$ cat config.mk
export PLATFORM = sky130hd
export DESIGN_NAME = gci_node_pipe_flat
export DESIGN_NICKNAME = d
export VERILOG_FILES = /design/src/rtl/gci_node_pipe_pkg.sv /design/src/rtl/gci_node_pipe_if.sv /design/src/rtl/gci_node_pipe_fifo.sv /design/src/rtl/gci_node_pipe.sv /design/src/flat_wrapper.sv
export SDC_FILE = /design/constraint.sdc
export NUM_CORES = 1
export LEC_CHECK = 0
export CAP_MARGIN = 20
export CELL_PAD_IN_SITES_DETAIL_PLACEMENT = 2
export CELL_PAD_IN_SITES_GLOBAL_PLACEMENT = 2
export CORE_ASPECT_RATIO = 1.4
export CORE_MARGIN = 2
export CORE_UTILIZATION = 38
export CTS_CLUSTER_DIAMETER = 120
export CTS_CLUSTER_SIZE = 28
export DETAILED_ROUTE_END_ITERATION = 12
export PLACE_DENSITY_LB_ADDON = 0.3
export SYNTH_ARGS = -nofsm -noshare
export SYNTH_HDL_FRONTEND = slang
export SYNTH_SLANG_ARGS = --single-unit
$ cat constraint.sdc
create_clock -name iCLOCK -period 8.96 [get_ports iCLOCK]
set_input_delay 0.896 -clock iCLOCK [delete_from_list [all_inputs] [get_ports iCLOCK]]
set_output_delay 0.896 -clock iCLOCK [all_outputs]
set_load 0.01 [all_outputs]
$ cat src/rtl/gci_node_pipe_pkg.sv
// Shared constants and state encodings for the GCI bus node.
package gci_node_pipe_pkg;

    localparam int unsigned L_PARAM_MEMSIZE_ADDR  = 0;
    localparam int unsigned L_PARAM_PRIORITY_ADDR = 4;
    localparam int unsigned L_PARAM_INTFLAG_ADDR  = 8;
    localparam int unsigned L_IRQ_W               = 24;

    typedef enum logic [2:0] {
        ST_INIT_WAIT,
        ST_INIT_MEM,
        ST_INIT_PRI,
        ST_IDLE,
        ST_ISSUE,
        ST_WAIT,
        ST_DATAOUT
    } data_state_e;

    typedef enum logic [1:0] {
        IRQ_IDLE,
        IRQ_ACK_WAIT,
        IRQ_FLAG_WAIT
    } irq_state_e;

endpackage

$ cat src/rtl/gci_node_pipe_if.sv
// Master-side and device-side GCI signals of one node; slave = the node, master = its environment.
interface gci_node_pipe_if
    import gci_node_pipe_pkg::*;
#(
    parameter int unsigned ADDR_W = 32,
    parameter int unsigned DATA_W = 32
);
    logic                oNODE_VALID;
    logic                oNODEINFO_VALID;
    logic [7:0]          oNODEINFO_PRIORITY;
    logic [DATA_W-1:0]   oNODEINFO_MEMSIZE;

    logic                iMASTER_REQ;
    logic                oMASTER_BUSY;
    logic                iMASTER_RW;
    logic [ADDR_W-1:0]   iMASTER_ADDR;
    logic [DATA_W-1:0]   iMASTER_DATA;
    logic                oMASTER_REQ;
    logic                iMASTER_BUSY;
    logic [DATA_W-1:0]   oMASTER_DATA;
    logic                oMASTER_ERR;
    logic                oMASTER_IRQ_REQ;
    logic [L_IRQ_W-1:0]  oMASTER_IRQ_DATA;
    logic                iMASTER_IRQ_ACK;
    logic                iMASTER_IRQ_BUSY;

    logic                iDEV_VALID;
    logic                iDEV_REQ;
    logic                oDEV_BUSY;
    logic [DATA_W-1:0]   iDEV_DATA;
    logic                oDEV_REQ;
    logic                iDEV_BUSY;
    logic                oDEV_RW;
    logic [ADDR_W-1:0]   oDEV_ADDR;
    logic [DATA_W-1:0]   oDEV_DATA;
    logic                iDEV_IRQ_REQ;
    logic                oDEV_IRQ_BUSY;
    logic [L_IRQ_W-1:0]  iDEV_IRQ_DATA;
    logic                oDEV_IRQ_ACK;

    modport slave (
        output oNODE_VALID, oNODEINFO_VALID, oNODEINFO_PRIORITY, oNODEINFO_MEMSIZE,
        input  iMASTER_REQ, iMASTER_RW, iMASTER_ADDR, iMASTER_DATA, iMASTER_BUSY,
        output oMASTER_BUSY, oMASTER_REQ, oMASTER_DATA, oMASTER_ERR,
        output oMASTER_IRQ_REQ, oMASTER_IRQ_DATA,
        input  iMASTER_IRQ_ACK, iMASTER_IRQ_BUSY,
        input  iDEV_VALID, iDEV_REQ, iDEV_DATA, iDEV_BUSY, iDEV_IRQ_REQ, iDEV_IRQ_DATA,
        output oDEV_BUSY, oDEV_REQ, oDEV_RW, oDEV_ADDR, oDEV_DATA, oDEV_IRQ_BUSY, oDEV_IRQ_ACK
    );

    modport master (
        input  oNODE_VALID, oNODEINFO_VALID, oNODEINFO_PRIORITY, oNODEINFO_MEMSIZE,
        output iMASTER_REQ, iMASTER_RW, iMASTER_ADDR, iMASTER_DATA, iMASTER_BUSY,
        input  oMASTER_BUSY, oMASTER_REQ, oMASTER_DATA, oMASTER_ERR,
        input  oMASTER_IRQ_REQ, oMASTER_IRQ_DATA,
        output iMASTER_IRQ_ACK, iMASTER_IRQ_BUSY,
        output iDEV_VALID, iDEV_REQ, iDEV_DATA, iDEV_BUSY, iDEV_IRQ_REQ, iDEV_IRQ_DATA,
        input  oDEV_BUSY, oDEV_REQ, oDEV_RW, oDEV_ADDR, oDEV_DATA, oDEV_IRQ_BUSY, oDEV_IRQ_ACK
    );

endinterface

$ cat src/rtl/gci_node_pipe_fifo.sv
// Synchronous command FIFO with flush; first word is visible on rdata while not empty.
module gci_node_pipe_fifo #(
    parameter int unsigned WIDTH = 65,
    parameter int unsigned DEPTH = 4
) (
    input  logic             clk,
    input  logic             rst,
    input  logic             push,
    input  logic             pop,
    input  logic             flush,
    input  logic [WIDTH-1:0] wdata,
    output logic [WIDTH-1:0] rdata,
    output logic             full,
    output logic             empty
);
    localparam int unsigned AW = $clog2(DEPTH);
    localparam int unsigned CW = AW + 1;

    logic [WIDTH-1:0] mem_q [DEPTH];
    logic [AW-1:0]    wr_ptr_q, wr_ptr_d, rd_ptr_q, rd_ptr_d;
    logic [CW-1:0]    count_q, count_d;
    logic             do_push, do_pop;

    assign full    = (count_q == CW'(DEPTH));
    assign empty   = (count_q == '0);
    assign do_push = push && !full;
    assign do_pop  = pop && !empty;
    assign rdata   = mem_q[rd_ptr_q];

    always_comb begin
        wr_ptr_d = wr_ptr_q;
        rd_ptr_d = rd_ptr_q;
        count_d  = count_q;
        if (flush) begin
            wr_ptr_d = '0;
            rd_ptr_d = '0;
            count_d  = '0;
        end else begin
            if (do_push) wr_ptr_d = wr_ptr_q + AW'(1);
            if (do_pop)  rd_ptr_d = rd_ptr_q + AW'(1);
            count_d = count_q + CW'(do_push) - CW'(do_pop);
        end
    end

    always_ff @(posedge clk or posedge rst) begin
        if (rst) begin
            wr_ptr_q <= '0;
            rd_ptr_q <= '0;
            count_q  <= '0;
        end else begin
            wr_ptr_q <= wr_ptr_d;
            rd_ptr_q <= rd_ptr_d;
            count_q  <= count_d;
        end
    end

    // Storage needs no reset: entries are only read while counted as valid.
    always_ff @(posedge clk) begin
        if (do_push && !flush) mem_q[wr_ptr_q] <= wdata;
    end

endmodule

$ cat src/rtl/gci_node_pipe.sv
// GCI node: device init sequence, buffered master commands with timeout, and IRQ relay.
module gci_node_pipe
    import gci_node_pipe_pkg::*;
#(
    parameter logic [7:0]  NODE_ID     = 8'h01,
    parameter logic [7:0]  RESET_CYCLE = 8'h0F,
    parameter int unsigned ADDR_W      = 32,
    parameter int unsigned DATA_W      = 32,
    parameter int unsigned REQ_DEPTH   = 4,
    parameter logic [15:0] TIMEOUT     = 16'd1024
) (
    input  logic            iCLOCK,
    input  logic            iRESET,
    gci_node_pipe_if.slave  bus
);
    localparam int unsigned CMD_W = 1 + ADDR_W + DATA_W;

    if (DATA_W < 8 || REQ_DEPTH < 2 || (REQ_DEPTH & (REQ_DEPTH - 1)) != 0) begin : g_bad_param
        $error("gci_node_pipe %0h: DATA_W must be >=8 and REQ_DEPTH a power of 2 >=2", NODE_ID);
    end

    data_state_e         state_q, state_d;
    irq_state_e          irq_state_q, irq_state_d;
    logic [7:0]          init_cnt_q, init_cnt_d;
    logic                init_sent_q, init_sent_d;
    logic [15:0]         to_cnt_q, to_cnt_d;
    logic                info_valid_q, info_valid_d;
    logic [DATA_W-1:0]   memsize_q, memsize_d;
    logic [7:0]          priority_q, priority_d;
    logic                dev_req_q, dev_req_d, dev_rw_q, dev_rw_d;
    logic [ADDR_W-1:0]   dev_addr_q, dev_addr_d;
    logic [DATA_W-1:0]   dev_data_q, dev_data_d;
    logic                mst_req_q, mst_req_d, mst_err_q, mst_err_d;
    logic [DATA_W-1:0]   mst_data_q, mst_data_d;
    logic                irq_req_q, irq_req_d, irq_ack_q, irq_ack_d;
    logic [L_IRQ_W-1:0]  irq_data_q, irq_data_d;

    logic             master_busy, cmd_accept, flag_read;
    logic             fifo_pop, fifo_full, fifo_empty;
    logic [CMD_W-1:0] fifo_rdata;

    assign master_busy = !info_valid_q || fifo_full;
    assign cmd_accept  = bus.iMASTER_REQ && !master_busy;
    assign flag_read   = cmd_accept && !bus.iMASTER_RW
                         && (bus.iMASTER_ADDR == ADDR_W'(L_PARAM_INTFLAG_ADDR));

    gci_node_pipe_fifo #(.WIDTH(CMD_W), .DEPTH(REQ_DEPTH)) u_fifo (
        .clk   (iCLOCK),
        .rst   (iRESET),
        .push  (cmd_accept),
        .pop   (fifo_pop),
        .flush (!bus.iDEV_VALID),
        .wdata ({bus.iMASTER_RW, bus.iMASTER_ADDR, bus.iMASTER_DATA}),
        .rdata (fifo_rdata),
        .full  (fifo_full),
        .empty (fifo_empty)
    );

    // Data path FSM: init handshake, then one outstanding device transaction at a time.
    always_comb begin
        state_d      = state_q;
        init_cnt_d   = init_cnt_q;
        init_sent_d  = init_sent_q;
        to_cnt_d     = to_cnt_q;
        info_valid_d = info_valid_q;
        memsize_d    = memsize_q;
        priority_d   = priority_q;
        dev_req_d    = 1'b0;
        dev_rw_d     = dev_rw_q;
        dev_addr_d   = dev_addr_q;
        dev_data_d   = dev_data_q;
        mst_req_d    = mst_req_q;
        mst_err_d    = mst_err_q;
        mst_data_d   = mst_data_q;
        fifo_pop     = 1'b0;
        if (!bus.iDEV_VALID) begin
            state_d      = ST_INIT_WAIT;
            init_cnt_d   = '0;
            init_sent_d  = 1'b0;
            info_valid_d = 1'b0;
            mst_req_d    = 1'b0;
            mst_err_d    = 1'b0;
        end else begin
            unique case (state_q)
                ST_INIT_WAIT: begin
                    if (init_cnt_q == RESET_CYCLE) begin
                        init_cnt_d = '0;
                        state_d    = ST_INIT_MEM;
                    end else begin
                        init_cnt_d = init_cnt_q + 8'd1;
                    end
                end
                ST_INIT_MEM, ST_INIT_PRI: begin
                    if (!init_sent_q) begin
                        if (!bus.iDEV_BUSY) begin
                            dev_req_d   = 1'b1;
                            dev_rw_d    = 1'b0;
                            dev_addr_d  = (state_q == ST_INIT_MEM) ? ADDR_W'(L_PARAM_MEMSIZE_ADDR)
                                                                   : ADDR_W'(L_PARAM_PRIORITY_ADDR);
                            dev_data_d  = '0;
                            init_sent_d = 1'b1;
                        end
                    end else if (bus.iDEV_REQ) begin
                        init_sent_d = 1'b0;
                        if (state_q == ST_INIT_MEM) begin
                            memsize_d = bus.iDEV_DATA;
                            state_d   = ST_INIT_PRI;
                        end else begin
                            priority_d   = bus.iDEV_DATA[7:0];
                            info_valid_d = 1'b1;
                            state_d      = ST_IDLE;
                        end
                    end
                end
                ST_IDLE: begin
                    if (!fifo_empty && !bus.iDEV_BUSY) begin
                        fifo_pop = 1'b1;
                        {dev_rw_d, dev_addr_d, dev_data_d} = fifo_rdata;
                        if (!fifo_rdata[CMD_W-1]) dev_data_d = '0;
                        dev_req_d = 1'b1;
                        state_d   = ST_ISSUE;
                    end
                end
                ST_ISSUE: begin
                    to_cnt_d = '0;
                    state_d  = ST_WAIT;
                end
                ST_WAIT: begin
                    // A response arriving in the timeout cycle still wins.
                    if (bus.iDEV_REQ) begin
                        mst_data_d = dev_rw_q ? '0 : bus.iDEV_DATA;
                        mst_err_d  = 1'b0;
                        mst_req_d  = 1'b1;
                        state_d    = ST_DATAOUT;
                    end else if (TIMEOUT != 16'd0 && to_cnt_q == TIMEOUT - 16'd1) begin
                        mst_data_d = '1;
                        mst_err_d  = 1'b1;
                        mst_req_d  = 1'b1;
                        state_d    = ST_DATAOUT;
                    end else begin
                        to_cnt_d = to_cnt_q + 16'd1;
                    end
                end
                ST_DATAOUT: begin
                    if (!bus.iMASTER_BUSY) begin
                        mst_req_d = 1'b0;
                        mst_err_d = 1'b0;
                        state_d   = ST_IDLE;
                    end
                end
                default: state_d = ST_INIT_WAIT;
            endcase
        end
    end

    // IRQ relay; frozen while the master IRQ path is busy.
    always_comb begin
        irq_state_d = irq_state_q;
        irq_req_d   = irq_req_q;
        irq_data_d  = irq_data_q;
        irq_ack_d   = 1'b0;
        if (!bus.iDEV_VALID) begin
            irq_state_d = IRQ_IDLE;
            irq_req_d   = 1'b0;
        end else if (!bus.iMASTER_IRQ_BUSY) begin
            unique case (irq_state_q)
                IRQ_IDLE: begin
                    if (bus.iDEV_IRQ_REQ) begin
                        irq_data_d  = bus.iDEV_IRQ_DATA;
                        irq_req_d   = 1'b1;
                        irq_state_d = IRQ_ACK_WAIT;
                    end
                end
                IRQ_ACK_WAIT: begin
                    if (bus.iMASTER_IRQ_ACK) begin
                        irq_req_d   = 1'b0;
                        irq_state_d = IRQ_FLAG_WAIT;
                    end
                end
                IRQ_FLAG_WAIT: begin
                    if (flag_read) begin
                        irq_ack_d   = 1'b1;
                        irq_state_d = IRQ_IDLE;
                    end
                end
                default: irq_state_d = IRQ_IDLE;
            endcase
        end
    end

    always_ff @(posedge iCLOCK or posedge iRESET) begin
        if (iRESET) begin
            state_q      <= ST_INIT_WAIT;
            irq_state_q  <= IRQ_IDLE;
            init_cnt_q   <= '0;
            init_sent_q  <= 1'b0;
            to_cnt_q     <= '0;
            info_valid_q <= 1'b0;
            memsize_q    <= '0;
            priority_q   <= '0;
            dev_req_q    <= 1'b0;
            dev_rw_q     <= 1'b0;
            dev_addr_q   <= '0;
            dev_data_q   <= '0;
            mst_req_q    <= 1'b0;
            mst_err_q    <= 1'b0;
            mst_data_q   <= '0;
            irq_req_q    <= 1'b0;
            irq_ack_q    <= 1'b0;
            irq_data_q   <= '0;
        end else begin
            state_q      <= state_d;
            irq_state_q  <= irq_state_d;
            init_cnt_q   <= init_cnt_d;
            init_sent_q  <= init_sent_d;
            to_cnt_q     <= to_cnt_d;
            info_valid_q <= info_valid_d;
            memsize_q    <= memsize_d;
            priority_q   <= priority_d;
            dev_req_q    <= dev_req_d;
            dev_rw_q     <= dev_rw_d;
            dev_addr_q   <= dev_addr_d;
            dev_data_q   <= dev_data_d;
            mst_req_q    <= mst_req_d;
            mst_err_q    <= mst_err_d;
            mst_data_q   <= mst_data_d;
            irq_req_q    <= irq_req_d;
            irq_ack_q    <= irq_ack_d;
            irq_data_q   <= irq_data_d;
        end
    end

    assign bus.oNODE_VALID        = bus.iDEV_VALID;
    assign bus.oNODEINFO_VALID    = info_valid_q;
    assign bus.oNODEINFO_PRIORITY = priority_q;
    assign bus.oNODEINFO_MEMSIZE  = memsize_q;
    assign bus.oMASTER_BUSY       = master_busy;
    assign bus.oMASTER_REQ        = mst_req_q;
    assign bus.oMASTER_DATA       = mst_data_q;
    assign bus.oMASTER_ERR        = mst_err_q;
    assign bus.oMASTER_IRQ_REQ    = irq_req_q;
    assign bus.oMASTER_IRQ_DATA   = irq_data_q;
    assign bus.oDEV_BUSY          = 1'b0;
    assign bus.oDEV_REQ           = dev_req_q;
    assign bus.oDEV_RW            = dev_rw_q;
    assign bus.oDEV_ADDR          = dev_addr_q;
    assign bus.oDEV_DATA          = dev_data_q;
    assign bus.oDEV_IRQ_BUSY      = bus.iMASTER_IRQ_BUSY;
    assign bus.oDEV_IRQ_ACK       = irq_ack_q;

endmodule

$ cat src/flat_wrapper.sv
// flat-port wrapper written by rule: the top's interface ports become plain ports
module gci_node_pipe_flat import gci_node_pipe_pkg::*;
#(
    parameter logic [7:0]  NODE_ID     = 8'h01,
    parameter logic [7:0]  RESET_CYCLE = 8'h0F,
    parameter int unsigned ADDR_W      = 32,
    parameter int unsigned DATA_W      = 32,
    parameter int unsigned REQ_DEPTH   = 4,
    parameter logic [15:0] TIMEOUT     = 16'd1024
)
  (iCLOCK, iRESET, bus_oNODE_VALID, bus_oNODEINFO_VALID, bus_oNODEINFO_PRIORITY, bus_oNODEINFO_MEMSIZE, bus_iMASTER_REQ, bus_iMASTER_RW, bus_iMASTER_ADDR, bus_iMASTER_DATA, bus_iMASTER_BUSY, bus_oMASTER_BUSY, bus_oMASTER_REQ, bus_oMASTER_DATA, bus_oMASTER_ERR, bus_oMASTER_IRQ_REQ, bus_oMASTER_IRQ_DATA, bus_iMASTER_IRQ_ACK, bus_iMASTER_IRQ_BUSY, bus_iDEV_VALID, bus_iDEV_REQ, bus_iDEV_DATA, bus_iDEV_BUSY, bus_iDEV_IRQ_REQ, bus_iDEV_IRQ_DATA, bus_oDEV_BUSY, bus_oDEV_REQ, bus_oDEV_RW, bus_oDEV_ADDR, bus_oDEV_DATA, bus_oDEV_IRQ_BUSY, bus_oDEV_IRQ_ACK);
  gci_node_pipe_if #(.ADDR_W(ADDR_W), .DATA_W(DATA_W)) bus_i ();
  input  logic iCLOCK;
  input  logic iRESET;
  output wire logic [$bits(bus_i.oNODE_VALID)-1:0] bus_oNODE_VALID;
  output wire logic [$bits(bus_i.oNODEINFO_VALID)-1:0] bus_oNODEINFO_VALID;
  output wire logic [$bits(bus_i.oNODEINFO_PRIORITY)-1:0] bus_oNODEINFO_PRIORITY;
  output wire logic [$bits(bus_i.oNODEINFO_MEMSIZE)-1:0] bus_oNODEINFO_MEMSIZE;
  input wire logic [$bits(bus_i.iMASTER_REQ)-1:0] bus_iMASTER_REQ;
  input wire logic [$bits(bus_i.iMASTER_RW)-1:0] bus_iMASTER_RW;
  input wire logic [$bits(bus_i.iMASTER_ADDR)-1:0] bus_iMASTER_ADDR;
  input wire logic [$bits(bus_i.iMASTER_DATA)-1:0] bus_iMASTER_DATA;
  input wire logic [$bits(bus_i.iMASTER_BUSY)-1:0] bus_iMASTER_BUSY;
  output wire logic [$bits(bus_i.oMASTER_BUSY)-1:0] bus_oMASTER_BUSY;
  output wire logic [$bits(bus_i.oMASTER_REQ)-1:0] bus_oMASTER_REQ;
  output wire logic [$bits(bus_i.oMASTER_DATA)-1:0] bus_oMASTER_DATA;
  output wire logic [$bits(bus_i.oMASTER_ERR)-1:0] bus_oMASTER_ERR;
  output wire logic [$bits(bus_i.oMASTER_IRQ_REQ)-1:0] bus_oMASTER_IRQ_REQ;
  output wire logic [$bits(bus_i.oMASTER_IRQ_DATA)-1:0] bus_oMASTER_IRQ_DATA;
  input wire logic [$bits(bus_i.iMASTER_IRQ_ACK)-1:0] bus_iMASTER_IRQ_ACK;
  input wire logic [$bits(bus_i.iMASTER_IRQ_BUSY)-1:0] bus_iMASTER_IRQ_BUSY;
  input wire logic [$bits(bus_i.iDEV_VALID)-1:0] bus_iDEV_VALID;
  input wire logic [$bits(bus_i.iDEV_REQ)-1:0] bus_iDEV_REQ;
  input wire logic [$bits(bus_i.iDEV_DATA)-1:0] bus_iDEV_DATA;
  input wire logic [$bits(bus_i.iDEV_BUSY)-1:0] bus_iDEV_BUSY;
  input wire logic [$bits(bus_i.iDEV_IRQ_REQ)-1:0] bus_iDEV_IRQ_REQ;
  input wire logic [$bits(bus_i.iDEV_IRQ_DATA)-1:0] bus_iDEV_IRQ_DATA;
  output wire logic [$bits(bus_i.oDEV_BUSY)-1:0] bus_oDEV_BUSY;
  output wire logic [$bits(bus_i.oDEV_REQ)-1:0] bus_oDEV_REQ;
  output wire logic [$bits(bus_i.oDEV_RW)-1:0] bus_oDEV_RW;
  output wire logic [$bits(bus_i.oDEV_ADDR)-1:0] bus_oDEV_ADDR;
  output wire logic [$bits(bus_i.oDEV_DATA)-1:0] bus_oDEV_DATA;
  output wire logic [$bits(bus_i.oDEV_IRQ_BUSY)-1:0] bus_oDEV_IRQ_BUSY;
  output wire logic [$bits(bus_i.oDEV_IRQ_ACK)-1:0] bus_oDEV_IRQ_ACK;
  assign bus_oNODE_VALID = bus_i.oNODE_VALID;
  assign bus_oNODEINFO_VALID = bus_i.oNODEINFO_VALID;
  assign bus_oNODEINFO_PRIORITY = bus_i.oNODEINFO_PRIORITY;
  assign bus_oNODEINFO_MEMSIZE = bus_i.oNODEINFO_MEMSIZE;
  assign bus_i.iMASTER_REQ = bus_iMASTER_REQ;
  assign bus_i.iMASTER_RW = bus_iMASTER_RW;
  assign bus_i.iMASTER_ADDR = bus_iMASTER_ADDR;
  assign bus_i.iMASTER_DATA = bus_iMASTER_DATA;
  assign bus_i.iMASTER_BUSY = bus_iMASTER_BUSY;
  assign bus_oMASTER_BUSY = bus_i.oMASTER_BUSY;
  assign bus_oMASTER_REQ = bus_i.oMASTER_REQ;
  assign bus_oMASTER_DATA = bus_i.oMASTER_DATA;
  assign bus_oMASTER_ERR = bus_i.oMASTER_ERR;
  assign bus_oMASTER_IRQ_REQ = bus_i.oMASTER_IRQ_REQ;
  assign bus_oMASTER_IRQ_DATA = bus_i.oMASTER_IRQ_DATA;
  assign bus_i.iMASTER_IRQ_ACK = bus_iMASTER_IRQ_ACK;
  assign bus_i.iMASTER_IRQ_BUSY = bus_iMASTER_IRQ_BUSY;
  assign bus_i.iDEV_VALID = bus_iDEV_VALID;
  assign bus_i.iDEV_REQ = bus_iDEV_REQ;
  assign bus_i.iDEV_DATA = bus_iDEV_DATA;
  assign bus_i.iDEV_BUSY = bus_iDEV_BUSY;
  assign bus_i.iDEV_IRQ_REQ = bus_iDEV_IRQ_REQ;
  assign bus_i.iDEV_IRQ_DATA = bus_iDEV_IRQ_DATA;
  assign bus_oDEV_BUSY = bus_i.oDEV_BUSY;
  assign bus_oDEV_REQ = bus_i.oDEV_REQ;
  assign bus_oDEV_RW = bus_i.oDEV_RW;
  assign bus_oDEV_ADDR = bus_i.oDEV_ADDR;
  assign bus_oDEV_DATA = bus_i.oDEV_DATA;
  assign bus_oDEV_IRQ_BUSY = bus_i.oDEV_IRQ_BUSY;
  assign bus_oDEV_IRQ_ACK = bus_i.oDEV_IRQ_ACK;
  gci_node_pipe #(.NODE_ID(NODE_ID), .RESET_CYCLE(RESET_CYCLE), .ADDR_W(ADDR_W), .DATA_W(DATA_W), .REQ_DEPTH(REQ_DEPTH), .TIMEOUT(TIMEOUT)) u_core (.iCLOCK(iCLOCK), .iRESET(iRESET), .bus(bus_i));
endmodule
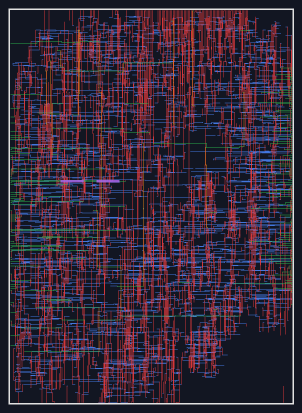
(signal wires by layer)
Scale: 1.5 px per um.
Blue is met1, wire length 18,600 um. Purple is met5, wire length 27.6 um. Green is met3, wire length 2,360 um. Red is met2, wire length 25.9 mm. Orange is met4, wire length 746 um.
mean routed wirelength per cell: 23.9 um
count of vias placed by the detailed router: 10.5k

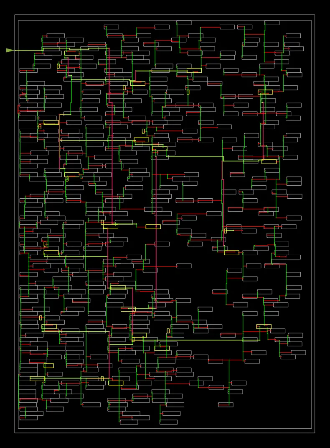
(the clock network)
CTS sink count: 464
clock buffer count in the final layout: 34
clock latency at the later pin of the worst-skew pair: 570 ps
power in the clock group: 1110 uW

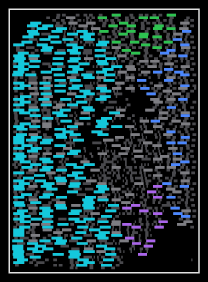
(register map, names as in the netlist)
Scale: 1 px per um. Other sequential cells in the stronger grey, the rest of the logic in the fainter grey.
Cyan is `u_core.u_fifo.mem_q`, sequential cells 260. Purple is `u_core.to_cnt_q`, sequential cells 16, where south-east. Green is `u_core.bus.oMASTER_IRQ_DATA`, sequential cells 24. Blue is `u_core.bus.oMASTER_DATA`, sequential cells 32.
final standard cell utilization of the core: 47.6%
seq pwr: 2570 uW
footprint of the flip-flops and latches: 12,900 um^2
Seq area share: 57.7%

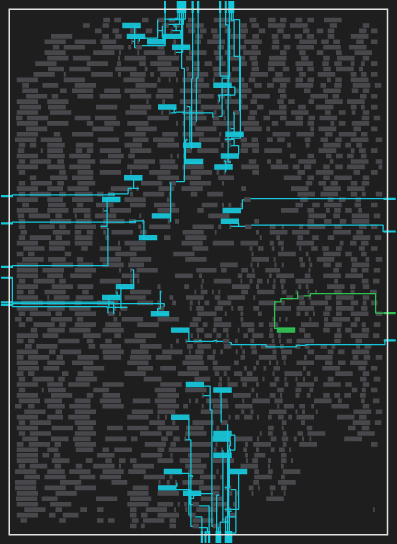
(I/O nets highlighted)
Scale: 2 px per um.
Cyan is `bus_oDEV_ADDR`, bits 32, direction output, end cells 32, wire 2,160 um. Green is `bus_oNODEINFO_VALID`, bits 1, direction output, end cells 1, wire 91.9 um.
I/O pin cnt: 302
number of input and output port buffers inserted: 300

==> results.txt <==
Notes on the flow outputs.

- The flow ran to the end, and the final reports show no timing, DRC or antenna violations.
- The fraction of the mapped netlist area in simple logic gates reads about 6.4%.
- The layout-stage area growth over the synthesis result reads 23.9%.
- The number of cells after detailed placement is ~2.0k.
- The core outline area is between 40,000 and 50,000 um^2.
- The number of buffers added by the clock tree synthesis step reads 20.
- The clock passes through at most 3 buffers.
- The wire length of the first global-routing pass reads 73.1 mm.
- The area fraction in compound gates is between 6 and 7%.
- The core utilization at floorplan reads between 30% and 40%.
- The worst path needs ~3800 ps of the cycle, external delays included.
- The final routed DRC violation total reads 0.
- The async set or reset register ratio after synthesis is 44.0%.
- In the synthesized netlist, mux cells make up about an eighth of the area.
- Endpoints failing hold in the final report were tallied at 0.
- The clock-pin slew of the registers on the worst-case setup and hold paths is about 120 ps.
- The final number of setup-violating endpoints is 0.
- In this run, synthesis produced a sequential element count of approximately 460.
- Post-route period utilization is reported as a little over two fifths.
- The initial antenna violation count is 4.
- The area of the mapped netlist reads ~18,000 um^2.
- The reported net switching power reads about 1200 uW.
- The category of the worst setup path capture point reads a flip-flop.
- Per the cell usage report, the commonest logic cells after layout are 300 x sky130_fd_sc_hd__clkdlybuf4s50_1, 260 x sky130_fd_sc_hd__edfxtp_1, 202 x sky130_fd_sc_hd__dfrtp_1.
- In this run the critical path is formed by clkdlybuf4s50_1 -> nand2b_1 -> nor2_1 -> nand2_1 -> inv_2 -> ha_1 -> inv_1 -> ha_1 -> inv_1 -> fa_1 -> xnor2_1 -> nor2_1.
- The switching share of power reads 26.6%.
- The sequential cell fraction of total power is a little under three fifths.
- The violation tally recorded at the end of detailed-routing iteration 0 is about 480.
- The number of enable-type register cells in the synthesized netlist reads 260.
- The number of warnings in the stage logs reads 31.
- Final hold analysis gives a worst-case slack of approximately 490 ps.
- Setup repair after global routing left no endpoint under its margin.
- After the last flow step, the layout net total stands at approximately 1.5k.
- The slew at the pin with the worst max-slew slack is about 1100 ps.
- The post-synth area from yosys stat reads 18,100 um^2.
- The setup TNS after final layout is 0 ps.
- Of all the cell area in the finished design, non-clock buffers hold 14.1%.
- The number of gates resized after CTS is 0.
- The path type of the worst setup path reads primary input to flip-flop.
- The final layout report lists a non-clock inverter count of 14.
- The overall die area is between 40,000 and 50,000 um^2.
- The tree is rooted in a sky130_fd_sc_hd__clkbuf_16.
- The total overflow left after global routing is 0.
- Per the CTS log, the maximum H-tree level is 1.
- The x dimension of the die reads ~190 um.
- After filler insertion, the fill cell instance count of the layout stands at approximately 4.4k.
- The CTS tree is yes.
worst paths after layout:
path | from | endpoint | slack, ps | depth (start not counted)
max in group asynchronous | iRESET | u_core.u_fifo.rd_ptr_q[0]$_DFFE_PP0P_ | 6790 | 3
setup reg to reg | u_core.state_q[2]$_DFFE_PP0P_ | u_core.u_fifo.count_q[2]$_DFF_PP0_ | 5750 | 11
min in group asynchronous | iRESET | u_core.bus.oDEV_ADDR[18]$_DFFE_PP0P_ | 850 | 2
hold / removal | u_core.bus.oDEV_ADDR[18]$_DFFE_PP0P_ | u_core.bus.oDEV_ADDR[18]$_DFFE_PP0P_ | 490 | 2
hold reg to reg | u_core.bus.oDEV_ADDR[18]$_DFFE_PP0P_ | u_core.bus.oDEV_ADDR[18]$_DFFE_PP0P_ | 490 | 2
setup / recovery | bus_iDEV_VALID | u_core.u_fifo.count_q[2]$_DFF_PP0_ | 5120 | 12
metal layers:
layer	up-vias	global-route usage [%]	part of all wire, %
met5	-	0	0.057
met4	4	4.58	1.6
met2	251	36.1	54
met1	5560	23.0	39
met3	42	3.53	4.9
li1	4643	-	-
kinds of logic after synthesis:
kind of cell	count (synthesis)
AOI/OAI and AO/OA	149
adders and majority gates	9
and+or+nand+nor	232
xor gates and xnor gates	19
other	1
buffers and inverters	75
muxes	132
DFF	464
power by group through the flow:
stage | logic, uW | clock network, uW | registers (uW)
CTS | 978 | 1160 | 2570
finish | 958 | 1110 | 2570
detailed placement | 976 | 0 | 2620
floorplan | 318 | 0 | 2670
global route | 1030 | 1220 | 2600
global placement | 941 | 0 | 2610
Yosys cell counts (all sizes together) (2+ instances only):
cell	count	area, um^2
nand2	90	338
nor4b	2	17.5
buf	29	159
and3	8	50.1
mux2	65	736
inv	14	52.6
or3b	2	17.5
and2	5	31.3
a22o	2	17.5
o41ai	2	17.5
nor2	34	128
nand4	4	25.0
xor2	12	105
o21ai	50	262
edfxtp	260	7810
mux4	65	1460
clkbuf	32	120
mux2i	2	20.0
a21o	3	22.5
a21oi	10	53.8
nand3b	2	15.0
o2111ai	4	41.3
o22a	32	280
a32o	32	320
o211ai	6	50.1
nor3	15	95.1
and2b	2	15.0
nor2b	32	200
nor4	9	56.3
ha	8	100
nand3	12	65.1
or3	5	31.3
nand2b	4	25.0
or2	2	12.5
xnor2	7	61.3
dfrtp	204	5100
flip-flops by register name (all words and copies together) (netlist names), 3 cells and up:
signal,cells
u_core.bus.oNODEINFO_PRIORITY,8
u_core.bus.oMASTER_IRQ_DATA,24
u_core.bus.oDEV_DATA,32
u_core.u_fifo.count_q,3
u_core.bus.oNODEINFO_MEMSIZE,32
u_core.to_cnt_q,16
u_core.u_fifo.mem_q,260
u_core.init_cnt_q,8
u_core.state_q,3
u_core.bus.oMASTER_DATA,32
u_core.bus.oDEV_ADDR,32
stage by stage:
step           cell area [um^2]  worst slack, ps  total power [uW]
2_1_floorplan             18100             2500              2990
3_3_place_gp              21700             4580              3550
3_5_place_dp              21700             4460              3600
4_1_cts                   22300             5070              4710
5_1_grt                   22400             4860              4850
6_report                  22400             5120              4630
No activity file was given, so power comes from the tool's default toggle rates.
